`config.mk`:
```
export PLATFORM = sky130hd
export DESIGN_NAME = stream_packer
export DESIGN_NICKNAME = d
export VERILOG_FILES = /design/src/rtl/stream_packer.sv
export SDC_FILE = /design/constraint.sdc
export NUM_CORES = 1
export LEC_CHECK = 0
export CAP_MARGIN = 0
export CORE_UTILIZATION = 53
export DETAILED_ROUTE_END_ITERATION = 6
export HOLD_SLACK_MARGIN = 0.02
export PLACE_DENSITY = 0.85
export SLEW_MARGIN = 20
export SYNTH_ARGS = -nofsm -noshare
export SYNTH_HDL_FRONTEND = slang
export SYNTH_SLANG_ARGS = --single-unit
```
`constraint.sdc`:
```
create_clock -name clk -period 2.9 [get_ports clk]
set_input_delay 0.29 -clock clk [delete_from_list [all_inputs] [get_ports clk]]
set_output_delay 0.29 -clock clk [all_outputs]
set_load 0.02 [all_outputs]
```
`src/rtl/stream_packer.sv`:
```
// Packs RATIO narrow FWFT words into one wide word with flush and lane count.
// Optional STREAM_PACKER_MSB_FIRST_EN places the first word in the MSB lane.
module stream_packer #(
    parameter int unsigned IN_WIDTH = 32,
    parameter int unsigned RATIO    = 4,
    localparam int unsigned OUT_WIDTH  = IN_WIDTH * RATIO,
    localparam int unsigned LANE_WIDTH = $clog2(RATIO + 1)
) (
    input  logic                  clk,
    input  logic                  reset,
    input  logic                  s_empty_n,
    output logic                  s_read,
    input  logic [IN_WIDTH-1:0]   s_dout,
    input  logic                  flush,
    output logic                  pending,
    input  logic                  m_full_n,
    output logic                  m_write,
    output logic [OUT_WIDTH-1:0]  m_din,
    output logic [LANE_WIDTH-1:0] m_lanes
);

    localparam int unsigned CNT_WIDTH = $clog2(RATIO);
    localparam logic [CNT_WIDTH-1:0] LAST = CNT_WIDTH'(RATIO - 1);

    logic [OUT_WIDTH-1:0] accum;
    logic [OUT_WIDTH-1:0] accum_with;
    logic [CNT_WIDTH-1:0] count;
    logic [CNT_WIDTH-1:0] lane;
    logic                 out_valid;
    logic                 out_free;
    logic                 last;
    logic                 flush_req;
    logic                 do_flush;
    logic                 accept;

    assign out_free  = !out_valid || m_full_n;
    assign last      = (count == LAST);
    assign flush_req = flush && (count != '0);
    assign s_read    = reset && s_empty_n && !flush_req && (!last || out_free);
    assign accept    = s_read && s_empty_n;
    assign do_flush  = flush_req && out_free;
    assign pending   = (count != '0);
    assign m_write   = out_valid;

`ifdef STREAM_PACKER_MSB_FIRST_EN
    assign lane = LAST - count;
`else
    assign lane = count;
`endif

    // Accumulator with the incoming word dropped into its lane.
    always_comb begin
        accum_with = accum;
        for (int unsigned k = 0; k < RATIO; k++) begin
            if (lane == CNT_WIDTH'(k)) begin
                accum_with[k*IN_WIDTH +: IN_WIDTH] = s_dout;
            end
        end
    end

    // Accumulator, lane counter and output register.
    always_ff @(posedge clk) begin
        if (!reset) begin
            accum     <= '0;
            count     <= '0;
            out_valid <= 1'b0;
            m_din     <= '0;
            m_lanes   <= '0;
        end else begin
            if (do_flush) begin
                m_din     <= accum;
                m_lanes   <= LANE_WIDTH'(count);
                out_valid <= 1'b1;
                count     <= '0;
                accum     <= '0;
            end else if (accept && last) begin
                m_din     <= accum_with;
                m_lanes   <= LANE_WIDTH'(RATIO);
                out_valid <= 1'b1;
                count     <= '0;
                accum     <= '0;
            end else begin
                if (accept) begin
                    accum <= accum_with;
                    count <= count + CNT_WIDTH'(1);
                end
                if (m_full_n) begin
                    out_valid <= 1'b0;
                end
            end
        end
    end

endmodule

```
==> run_1/clock_wires.png <==
The bar under the picture is 50 um long.
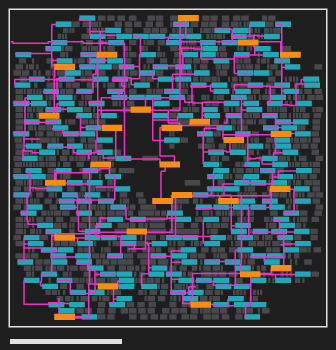
legend:
  clock-net drivers:
    colour: orange
    count: 26
  flip-flops:
    colour: cyan
    count: 262
  clock wires:
    colour: magenta
    length: 2900 um
flops lie: spread over the die

==> run_1/route_heat.png <==
28 x 28 tiles, from dark blue (low) to red (high), scaled to the fullest tile. Values are wire area over tile area, all layers added.
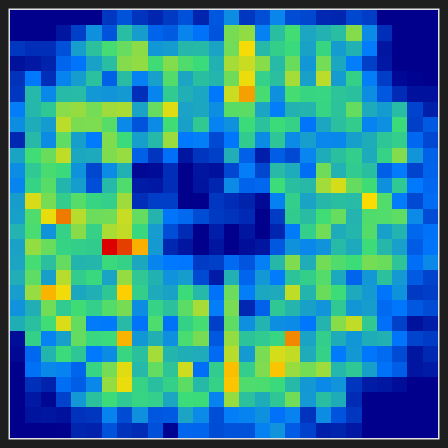
fullest tile: 0.63
densest ninth of the die: left middle
emptiest ninth of the die: middle

==> impl_metrics.env, run 1 <==
# flow metrics
export IMPL_viasPerCell=5.73
export IMPL_synth_nets=1098
export IMPL_cts_tree="built"
export IMPL_outcome="finished clean"
export IMPL_num_rows=50
export IMPL_drive_gt1_share_pct=5.85
export IMPL_syn_inst=1057
export IMPL_final_cells=1456
export IMPL_synth_area_per_cell_sq_um=9.69
export IMPL_cp_max_fo=33
export IMPL_ys_chip_area_sq_um=10200
export IMPL_p_per_area_nw_per_um2=623
export IMPL_grt_overflow=0
export IMPL_holdWs_ns=0.453
export IMPL_drc_errors=0
export IMPL_synth_area_sq_um=10200
export IMPL_via_count=8340
export IMPL_start_kind="flop"
export IMPL_syn2layout_area_growth_pct=26.0
export IMPL_root_buffer="clkbuf_16"
export IMPL_place_inst=1411
export IMPL_maxSlewHeadroom_pct=36.0
export IMPL_yosys_warnings=0
export IMPL_min_path_cells=2
export IMPL_synth_top_cell_by_area="dfxtp_1"
export IMPL_nets=1220
export IMPL_min_period_ns=2.73
export IMPL_setup_viol=0
export IMPL_cts_sinks=262
export IMPL_htreeDepth=1
export IMPL_clk_pin_slew_ns=0.06
export IMPL_io_pins=171
export IMPL_numCtsBuffers=26
export IMPL_post_cts_buffers=0
export IMPL_yosys_cells=1057
export IMPL_die_height_um=141
export IMPL_wl_per_cell_um=17.3
export IMPL_synth_cell_types=28
export IMPL_rsz0062_at_grt="no"
export IMPL_place_congestion=0.767
export IMPL_drt_iter0_markers=667
export IMPL_post_cts_resized=0
export IMPL_die_w_um=141
export IMPL_num_antenna_cells=0
export IMPL_holdBufCountCts=0
export IMPL_grt_pass1_wl_um=40900
export IMPL_warnings=31
export IMPL_grt_max_degree=195
export IMPL_critPathKind="flop to output pin"
export IMPL_worstMarginPinSlew_ns=0.960
export IMPL_grt_pass1_vias=7915
export IMPL_fin_util_pct=68.5
export IMPL_fmaxAchievable_mhz=366
export IMPL_coreArea_sq_um=18800
export IMPL_drt_total_wl_um=25200
export IMPL_period_used_pct=94.3
export IMPL_portBuffers=170
export IMPL_hold_viol_final=0
export IMPL_r2r_cells=7
export IMPL_ys_seq_share_pct=51.2
export IMPL_p_leak_uw=0.00456
export IMPL_grt_total_usage_pct=25.1
export IMPL_first_pass_iters=5
export IMPL_ant_nets=0
export IMPL_hold_class="flop to flop"
export IMPL_clock_latency_ns=0.52
export IMPL_top_cells_by_area="dfxtp_1, mux2i_1, a221o_1"
export IMPL_hpwl_um=15000
export IMPL_clk_path_buf_depth=3
export IMPL_totalPowerFinal_uw=8040
export IMPL_vdd_ir_drop_max_v=0.000412
export IMPL_maxSlewViolCount=0
export IMPL_worst_setup_path_end_kind="output pin"
export IMPL_crit_arrival_ns=2.44
export IMPL_maxCapViolCount=0
export IMPL_fin_skew_ns=0.0125
export IMPL_cp_required_ns=2.61
export IMPL_ys_ff=262
export IMPL_setup_tns_final_ns=0
export IMPL_initCoreUtil_pct=54.4
==> run_1/sizing.png <==
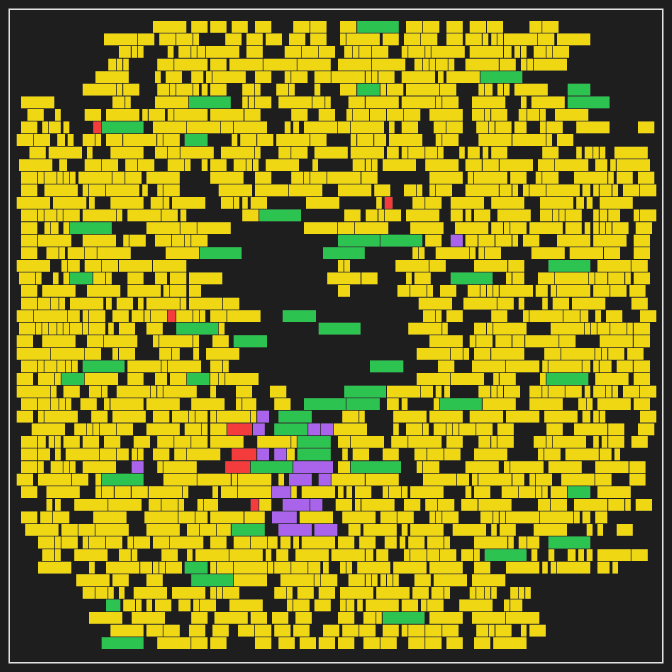
legend:
  x1 and smaller:
    colour: yellow
    cells: 1126
    share: 94%
  x6 and larger:
    colour: green
    cells: 46
    share: 3.8%
  x3 and x4:
    colour: purple
    cells: 17
    share: 1.4%
  x2:
    colour: red
    cells: 7
    share: 0.59%

## run 1: registers in the layout (all words and copies together) (netlist names)
signal	flops
count	2
m_din	128
m_lanes	3
m_write	1
accum	128
## run 1: synthesized netlist by cell type (all sizes together)
cell / number
dfxtp: 262
nor2: 195
nand2: 99
a211oi: 97
mux2i: 97
a221o: 96
buf: 58
clkbuf: 36
inv: 35
a21oi: 33
o211ai: 32
ha: 4
a22o: 2
nor2b: 2
a21boi: 1
and3: 1
nand2b: 1
nor4b: 1
o211a: 1
o21a: 1
o21ai: 1
or4b: 1
xnor2: 1
## run 1: power by group
group	internal (uW)	leakage [uW]	total, uW	switching, uW
Sequential	3740	0.00213	3840	104
Clock	1980	0.000428	3350	1370
Combinational	340	0.00200	848	508
Total	6060	0.00456	8040	1980
## run 1: layer usage
layer  vias to the layer above  GRT usage [%]  wire length, um
met5                         -              0               13
met4                         2           6.98              427
met3                        37           4.89             1670
met2                       275           40.8            11800
met1                      3994           34.1            11400
li1                       4032              -                -
## run 1: per-stage QoR
step	setup slack (ns)	cell area, sq um
after floorplan	0.886	10200
after global placement	0.531	12000
after CTS	0.148	12900
after detailed placement	0.459	12000
final	0.166	12900
after global routing	0.0999	12900
## run 1: worst max-delay path, cell delays in order, from the launching register on
cell and delay [ns]:
dfxtp_1 0.37, inv_1 0.11, ha_2 0.23, buf_4 0.57, inv_1 0.08, clkdlybuf4s50_1 0.55
## run 1: final timing paths
check	from	slack, ns	to
max	count[0]	0.17	pending
max reg2reg	count[0]	0.55	m_din[9]
min reg2reg	accum[105]	0.45	accum[105]
min	accum[105]	0.45	accum[105]
## run 1: layout make-up
class,count,area [sq um]
Inverter,35,131
Fill cell,1383,5930
Tap cell,260,325
Clock buffer,38,797
Clock inverter,7,66.3
Multi-Input combinational cell,666,4390
Timing Repair Buffer,188,1950
Sequential cell,262,5250
## run 1: logic make-up after synthesis
kind of cell             synth area share (%)
XOR/XNOR                               0.0855
adder cells (fa/ha/maj)                 0.489
AND-OR/OR-AND                            21.0
multiplexers                             9.48
flip-flops                               51.2
buffers and inverters                    6.34
AND/OR/NAND/NOR                          11.4
## run 1: placed cells by master, fill, tap and decap left out, types with 2 or more instances in the layout
| cell type | count |
|---|---|
| dfxtp_1 | 262 |
| nor2_1 | 195 |
| clkdlybuf4s50_1 | 170 |
| nand2_1 | 99 |
| mux2i_1 | 97 |
| a221o_1 | 96 |
| a211oi_1 | 96 |
| inv_1 | 35 |
| a21oi_1 | 33 |
| o211ai_1 | 32 |
| clkbuf_16 | 27 |
| buf_12 | 9 |
| buf_4 | 9 |
| clkbuf_8 | 8 |
| clkinv_2 | 4 |
| ha_2 | 3 |
| clkbuf_1 | 3 |
| a22o_1 | 2 |
==> run_1/ff_map.png <==
The bar under the picture is 50 um long. Other sequential cells in the stronger grey, the rest of the logic in the fainter grey.
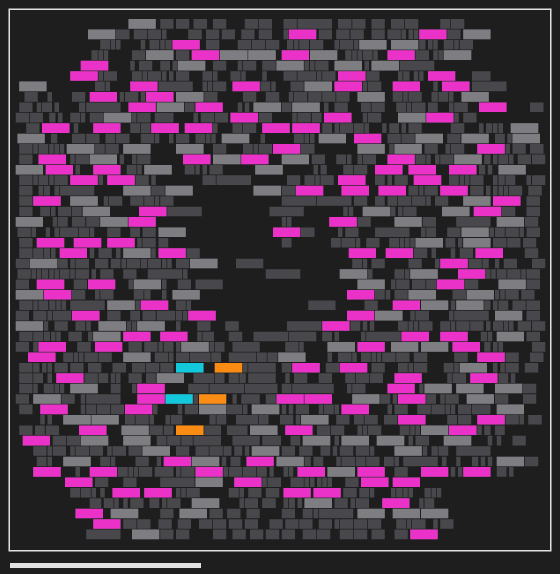

==> run 2: changes to the inputs <==
--- a/config.mk
+++ b/config.mk
@@ -9,7 +9,7 @@
 export CORE_UTILIZATION = 53
 export DETAILED_ROUTE_END_ITERATION = 6
 export HOLD_SLACK_MARGIN = 0.02
-export PLACE_DENSITY = 0.85
+export PLACE_DENSITY_LB_ADDON = 0.25
 export SLEW_MARGIN = 20
 export SYNTH_ARGS = -nofsm -noshare
 export SYNTH_HDL_FRONTEND = slang
==> run_2/ff_map.png <==
The bar under the picture is 50 um long. Other sequential cells in the stronger grey, the rest of the logic in the fainter grey.
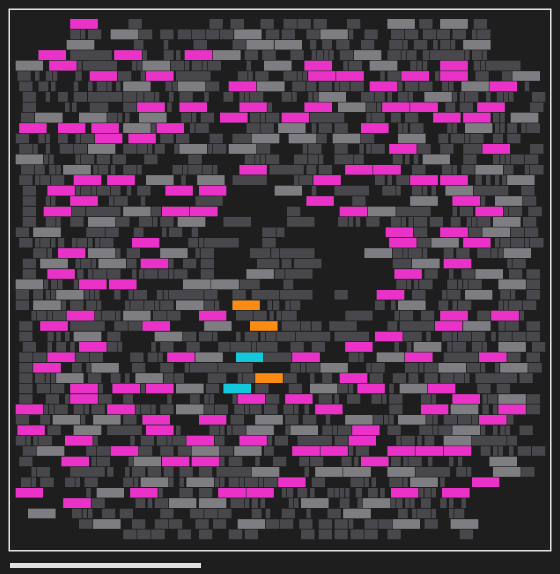
legend:
  accum:
    colour: magenta
    sequential_cells: 128
    where: spread over the die
  m_lanes:
    colour: orange
    sequential_cells: 3
  count:
    colour: cyan
    sequential_cells: 2
Seq. pwr: 3840 uW
FF/Latch Area: 5250 sq um
sequential share of cell area: 40.6%
Layout Utilization: 68.7%

==> run_2/clock_wires.png <==
The bar under the picture is 50 um long.
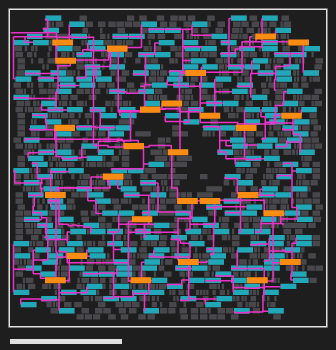
legend:
  flip-flops:
    colour: cyan
    count: 262
  clock-net drivers:
    colour: orange
    count: 27
  clock wires:
    colour: magenta
    length: 2900 um
flops lie: spread over the die
routed clock nets: 28
Clk pwr share: 42.3%
Setup Skew: 0.00720 ns

==> run_2/sizing.png <==
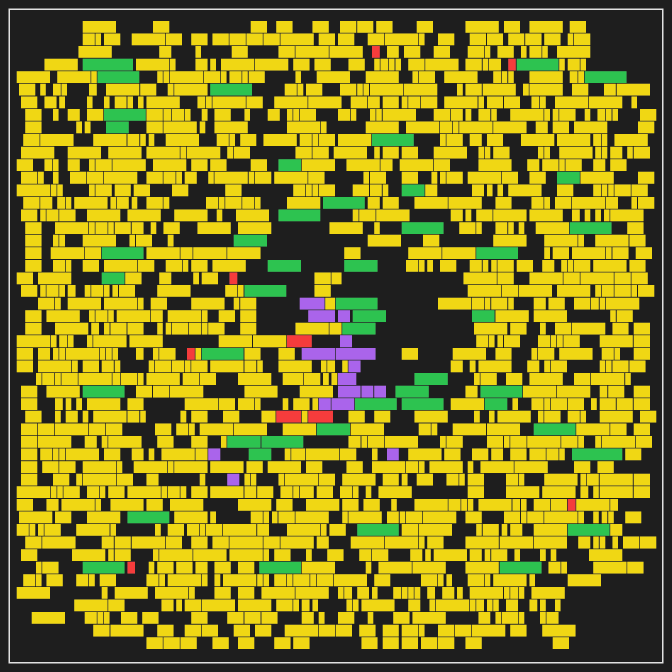
legend:
  x3 and x4:
    colour: purple
    cells: 16
    share: 1.3%
  x1 and smaller:
    colour: yellow
    cells: 1126
    share: 94%
  x2:
    colour: red
    cells: 9
    share: 0.75%
  x6 and larger:
    colour: green
    cells: 46
    share: 3.8%
Syn-to-layout area delta: 26.2%
Final Instance Area: 12900 sq um
bufs w/o clock: 187
final setup margin: 0.176 ns

==> impl_metrics.env, run 2 <==
# flow metrics
export IMPL_grt_pass1_vias=7817
export IMPL_htreeDepth=1
export IMPL_timing_rr_start="count[0]"
export IMPL_grt_pass1_wl_um=40900
export IMPL_maxCapViolCount=0
export IMPL_p_per_area_nw_per_um2=630
export IMPL_place_congestion=0.777
export IMPL_rsz0062_at_grt="no"
export IMPL_ant_nets=0
export IMPL_ys_chip_area_sq_um=10200
export IMPL_vdd_ir_drop_max_v=0.000463
export IMPL_maxSlewHeadroom_pct=36.9
export IMPL_drive_gt1_share_pct=5.93
export IMPL_slowest_stage="buf_4"
export IMPL_period_used_pct=93.9
export IMPL_num_antenna_cells=0
export IMPL_io_pins=171
export IMPL_ys_top_cells_by_count="dfxtp_1, nor2_1, nand2_1"
export IMPL_start_kind="flop"
export IMPL_synth_area_sq_um=10200
export IMPL_grt_max_degree=110
export IMPL_outcome="finished clean"
export IMPL_post_cts_buffers=0
export IMPL_cp_max_fo=33
export IMPL_r2r_cells=7
export IMPL_yosys_warnings=0
export IMPL_startpoint="count[0]"
export IMPL_yosys_cell_count_top_type="dfxtp_1"
export IMPL_post_cts_resized=0
export IMPL_pre_cts_slack_ns=0.414
export IMPL_root_buffer="clkbuf_16"
export IMPL_crit_arrival_ns=2.43
export IMPL_holdBufCountCts=0
export IMPL_worstMarginPinSlew_ns=0.946
export IMPL_critical_path_endpoint="pending"
export IMPL_numCtsBuffers=27
export IMPL_die_w_um=141
export IMPL_synth_edff_count=0
export IMPL_slowest_delay_ns=0.59
export IMPL_coreArea_sq_um=18800
export IMPL_die_height_um=141
export IMPL_maxSlewViolCount=0
export IMPL_crit_chain="inv_1, ha_2, buf_4, inv_1, clkdlybuf4s50_1"
export IMPL_cts_sinks=262
export IMPL_most_common_layout_cells="dfxtp_1, nor2_1, clkdlybuf4s50_1"
export IMPL_first_pass_iters=5
export IMPL_hpwl_um=14900
export IMPL_synth_cell_types=28
export IMPL_fmaxAchievable_mhz=367
export IMPL_clk_path_buf_depth=3
export IMPL_totalPowerFinal_uw=8140
export IMPL_cts_tree="built"
export IMPL_cp_required_ns=2.61
export IMPL_min_period_ns=2.72
export IMPL_critPathKind="flop to output pin"
export IMPL_r2r_setup_slack_ns=0.47
export IMPL_synth_nets=1098
export IMPL_synth_top_cell_by_area="dfxtp_1"
export IMPL_portBuffers=170
export IMPL_warnings=31
export IMPL_nets=1220
export IMPL_r2r_end="m_din[74]"
export IMPL_synth_top_flop_cell="dfxtp_1"
==> run 2: cell counts after synthesis <==
No cell type changed its count.
==> run 2: report_power, final <==
group | switching, uW | internal (uW)
clock network | 1370 | 2080
logic | 509 | 346
registers | 102 | 3740
total | 1980 | 6160
==> run 2: metrics by stage <==
| stage | util, % | std cells |
|---|---|---|
| global route | 68.7 | 1457 |
| CTS | 68.7 | 1457 |
| floorplan | - | 1057 |
| finish | 68.7 | 1457 |
| global placement | 63.9 | 1410 |
| detailed placement | 63.9 | 1410 |
==> run 2: critical path, delay by kind of cell, from the launching register on <==
| kind | cells | cell delay (ns) |
|---|---|---|
| adder cells (fa/ha/maj) | 1 | 0.21 |
| flip-flops | 1 | 0.36 |
| buffers and inverters | 4 | 1.35 |
==> run 2: area by class of cell <==
cell class | instances | area, sq um | area share (%)
sequential | 262 | 5250 | 40.6
multi-input combinational | 666 | 4390 | 34.0
timing repair buffer | 187 | 1940 | 15.0
clock buffer | 38 | 797 | 6.17
tap | 260 | 325 | 2.52
inverter | 35 | 131 | 1.02
clock inverter | 9 | 97.6 | 0.755
==> run 2: how the worst min path moves through the flow <==
stage / cells past startpoint / endpoint / slack [ns]
after global placement: 2 / accum[110] / 0.44
after floorplan: 1 / m_lanes[2] / 0.42
after global routing: 2 / accum[102] / 0.47
after CTS: 2 / accum[107] / 0.46
final: 2 / accum[114] / 0.45
after detailed placement: 2 / accum[107] / 0.45
==> run 2: kinds of logic after synthesis <==
group           Yosys count  synth area share (%)
buf+inv                 129                  6.34
fa+ha+maj                 4                 0.489
compound gates          264                  21.0
mux                      97                  9.48
xor+xnor                  1                0.0855
flops                   262                  51.2
simple gates            300                  11.4
==> run 2: layer usage <==
layer  vias to the layer above  GRT usage (%)
met2                       231           40.7
met4                         0           6.58
met3                        41           5.20
met5                         -              0
met1                      4020           34.7
li1                       4053              -
==> run_2/route_heat.png <==
28 x 28 tiles, from dark blue (low) to red (high), scaled to the fullest tile. Values are wire area over tile area, all layers added.
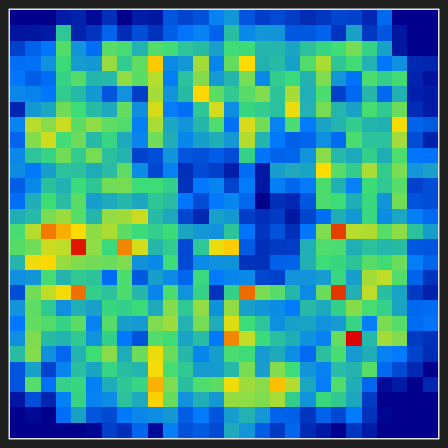

==> run 3: changes to the inputs <==
--- a/config.mk
+++ b/config.mk
@@ -6,8 +6,10 @@
 export NUM_CORES = 1
 export LEC_CHECK = 0
 export CAP_MARGIN = 0
+export CORE_MARGIN = 4
 export CORE_UTILIZATION = 53
 export DETAILED_ROUTE_END_ITERATION = 6
+export GPL_ROUTABILITY_DRIVEN = 1
 export HOLD_SLACK_MARGIN = 0.02
 export PLACE_DENSITY_LB_ADDON = 0.25
 export SLEW_MARGIN = 20
==> run_3/route_heat.png <==
29 x 29 tiles, from dark blue (low) to red (high), scaled to the fullest tile. Values are wire area over tile area, all layers added.
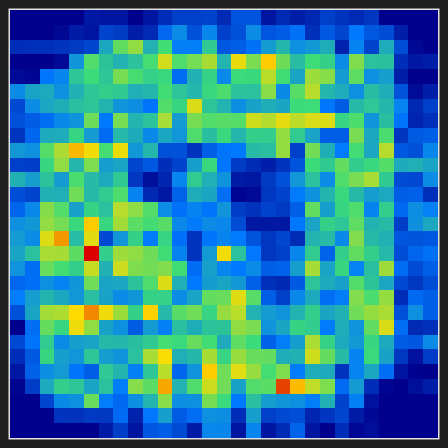
nearly empty tiles: 6.9%
tiles over half the peak: 21%
mean over tiles: 0.19
via count: 8311
Total Routed Length: 25800 um
Total GRT Usage: 23.2%
routed len/inst: 17.6 um

==> run_3/ff_map.png <==
The bar under the picture is 50 um long. Other sequential cells in the stronger grey, the rest of the logic in the fainter grey.
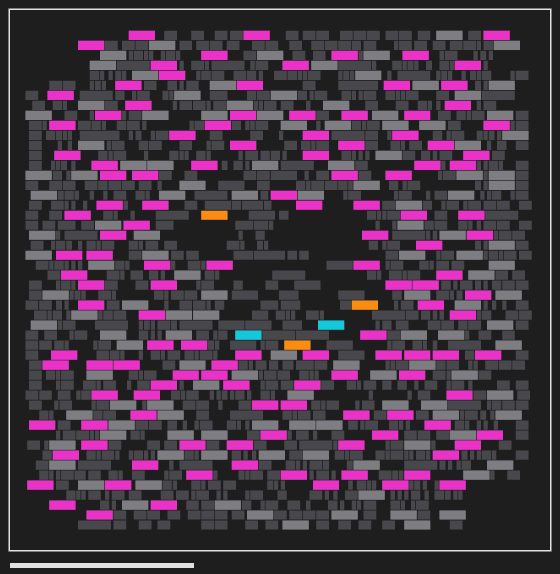
legend:
  count:
    colour: cyan
    sequential_cells: 2
  accum:
    colour: magenta
    sequential_cells: 128
    where: spread over the die
  m_lanes:
    colour: orange
    sequential_cells: 3
not coloured: 129
sequential share of cell area: 40.4%
Layout Utilization: 68.9%

==> impl_metrics.env, run 3 <==
# flow metrics
export IMPL_nets=1225
export IMPL_synth_area_per_cell_sq_um=9.69
export IMPL_grt_pass1_vias=7940
export IMPL_grt_overflow=0
export IMPL_portBuffers=170
export IMPL_die_height_um=147
export IMPL_maxSlewHeadroom_pct=49.8
export IMPL_most_common_layout_cells="dfxtp_1, nor2_1, clkdlybuf4s50_1"
export IMPL_p_sw_uw=1990
export IMPL_post_route_worst_setup_slack_ns=0.124
export IMPL_crit_buf_inv=4
export IMPL_place_congestion=0.788
export IMPL_outcome="finished clean"
export IMPL_ys_top_cells_by_count="dfxtp_1, nor2_1, nand2_1"
export IMPL_top_cells_by_area="dfxtp_1, mux2i_1, a221o_1"
export IMPL_first_pass_iters=5
export IMPL_async_reset_ff_share_pct=0
export IMPL_hold_viol_final=0
export IMPL_clk_pin_slew_ns=0.06
export IMPL_rsz0062_at_grt="no"
export IMPL_setup_tns_final_ns=0
export IMPL_viasPerCell=5.67
export IMPL_warnings=31
export IMPL_cp_max_fo=33
export IMPL_hold_class="flop to flop"
export IMPL_ant_nets=0
export IMPL_grt_max_degree=130
export IMPL_antenna_found_initial=2
export IMPL_drive_gt1_share_pct=5.99
export IMPL_worst_setup_path_end_kind="output pin"
export IMPL_die_w_um=147
export IMPL_cts_sinks=262
export IMPL_synth_nets=1098
export IMPL_synth_top_flop_cell="dfxtp_1"
export IMPL_lay_top_count="dfxtp_1"
export IMPL_p_per_area_nw_per_um2=622
export IMPL_holdBufCountCts=0
export IMPL_p_leak_uw=0.00459
export IMPL_top_area_share_pct=51.2
export IMPL_synth_top_cell_by_area="dfxtp_1"
export IMPL_vdd_ir_drop_max_v=0.000454
export IMPL_post_cts_resized=0
export IMPL_internal_power_uw=6090
export IMPL_ys_seq_share_pct=51.2
export IMPL_start_kind="flop"
export IMPL_cts_tree="built"
export IMPL_drt_iter0_markers=578
export IMPL_pre_cts_slack_ns=0.415
export IMPL_critPathTopFamily="buffers and inverters"
export IMPL_ys_chip_area_sq_um=10200
export IMPL_crit_top_cell="inv_1"
export IMPL_io_pins=171
export IMPL_syn2layout_area_growth_pct=26.7
export IMPL_fin_skew_ns=0.00695
export IMPL_period_used_pct=95.7
export IMPL_yosys_warnings=0
export IMPL_min_period_ns=2.78
export IMPL_clockPowerShare_pct=41.7
export IMPL_post_cts_buffers=0
export IMPL_synth_edff_count=0
export IMPL_maxSlewViolCount=0
export IMPL_slowest_delay_ns=0.62
export IMPL_synth_cell_types=28
export IMPL_setup_viol=0
export IMPL_numCtsBuffers=27
export IMPL_slowest_stage="buf_4"
export IMPL_initCoreUtil_pct=54.4
export IMPL_root_buffer="clkbuf_16"
export IMPL_worstMarginPinSlew_ns=0.754
export IMPL_p_sw_share_pct=24.6
export IMPL_top_regs="accum: 128 flops, m_din: 128 flops, m_lanes: 3 flops"
export IMPL_yosys_cell_count_top_type="dfxtp_1"
export IMPL_p_comb_share_pct=10.7
export IMPL_yosys_cells=1057
export IMPL_ys_ff=262
export IMPL_synth_area_sq_um=10200
export IMPL_critPathKind="flop to output pin"
export IMPL_crit_chain="inv_1, ha_2, buf_4, inv_1, clkdlybuf4s50_1"
export IMPL_maxCapViolCount=0
export IMPL_clk_path_buf_depth=3
export IMPL_dieArea_sq_um=21600
export IMPL_cp_required_ns=2.61
export IMPL_syn_inst=1057
export IMPL_drc_errors=0
export IMPL_crit_arrival_ns=2.49
export IMPL_grt_pass1_wl_um=42200
export IMPL_p_seq_share_pct=47.6
export IMPL_htreeDepth=1
export IMPL_fmaxAchievable_mhz=360
export IMPL_clock_latency_ns=0.51
export IMPL_hpwl_um=15500
==> run_3/placed.png <==
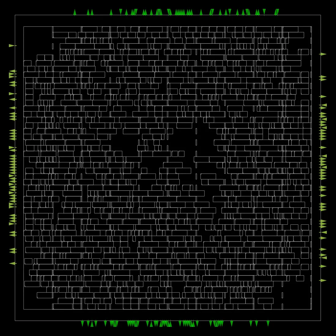
Core ar.: 18800 sq um
FILL cells: 1433
Well Taps: 260
row count: 50
Final Non-Filler Cells: 1465

[run 3: cell counts after synthesis]
Identical to the previous run, type by type.
[run 3: layout make-up]
| class | count | area (sq um) | area share, % |
|---|---|---|---|
| Antenna cell | 2 | 5.00 | 0.0386 |
| Multi-Input combinational cell | 666 | 4390 | 33.8 |
| Clock inverter | 9 | 98.8 | 0.762 |
| Tap cell | 260 | 325 | 2.51 |
| Inverter | 35 | 131 | 1.01 |
| Clock buffer | 39 | 761 | 5.86 |
| Timing Repair Buffer | 192 | 2020 | 15.5 |
| Sequential cell | 262 | 5250 | 40.4 |
[run 3: kinds of logic after synthesis]
family | share of synthesized area [%]
adder cells (fa/ha/maj) | 0.489
AND/OR/NAND/NOR | 11.4
buffers and inverters | 6.34
XOR/XNOR | 0.0855
AND-OR/OR-AND | 21.0
flip-flops | 51.2
multiplexers | 9.48
[run 3: worst paths after layout]
kind / startpoint / to / slack [ns] / depth (start not counted)
worst min-delay path: accum[118] / accum[118] / 0.46 / 2
worst max register to register: count[0] / m_din[15] / 0.65 / 6
worst max-delay path: count[0] / pending / 0.12 / 5
worst min register to register: accum[118] / accum[118] / 0.46 / 2
[run 3: per-stage QoR]
| stage | hold WS, ns | util (%) | cell area [sq um] | total power, uW | cells |
|---|---|---|---|---|---|
| 3_3_place_gp | 0.442 | 64.3 | 12100 | 4750 | 1415 |
| 2_1_floorplan | 0.423 | - | 10200 | 4480 | 1057 |
| 4_1_cts | 0.444 | 68.9 | 13000 | 8140 | 1463 |
| 3_5_place_dp | 0.447 | 64.3 | 12100 | 4770 | 1415 |
| 6_report | 0.456 | 68.9 | 13000 | 8070 | 1465 |
| 5_1_grt | 0.469 | 68.9 | 13000 | 8400 | 1465 |
[run 3: routing by layer]
layer  GRT usage, %  part of all wire, %  up-vias
li1               -                    -     4072
met1           32.4                   45     3923
met2           37.0                   46      283
met3           5.18                  7.3       33
met4           5.82                  1.7        0
met5              0                    0        -
[run 3: worst min-delay path: cells and delay by family (launching register included)]
family             cells  cell delay [ns]
and+or+nand+nor        1             0.05
AOI/OAI and AO/OA      1             0.05
DFF                    1             0.31
[run 3: power by group through the flow]
stage                     clock network (uW)  logic, uW  registers [uW]
final                                   3370        862            3840
after global routing                    3600        938            3860
after CTS                               3430        864            3840
after detailed placement                   0        856            3920
after global placement                     0        844            3910
after floorplan                            0        549            3930
Power is estimated from default activity; no workload was simulated.
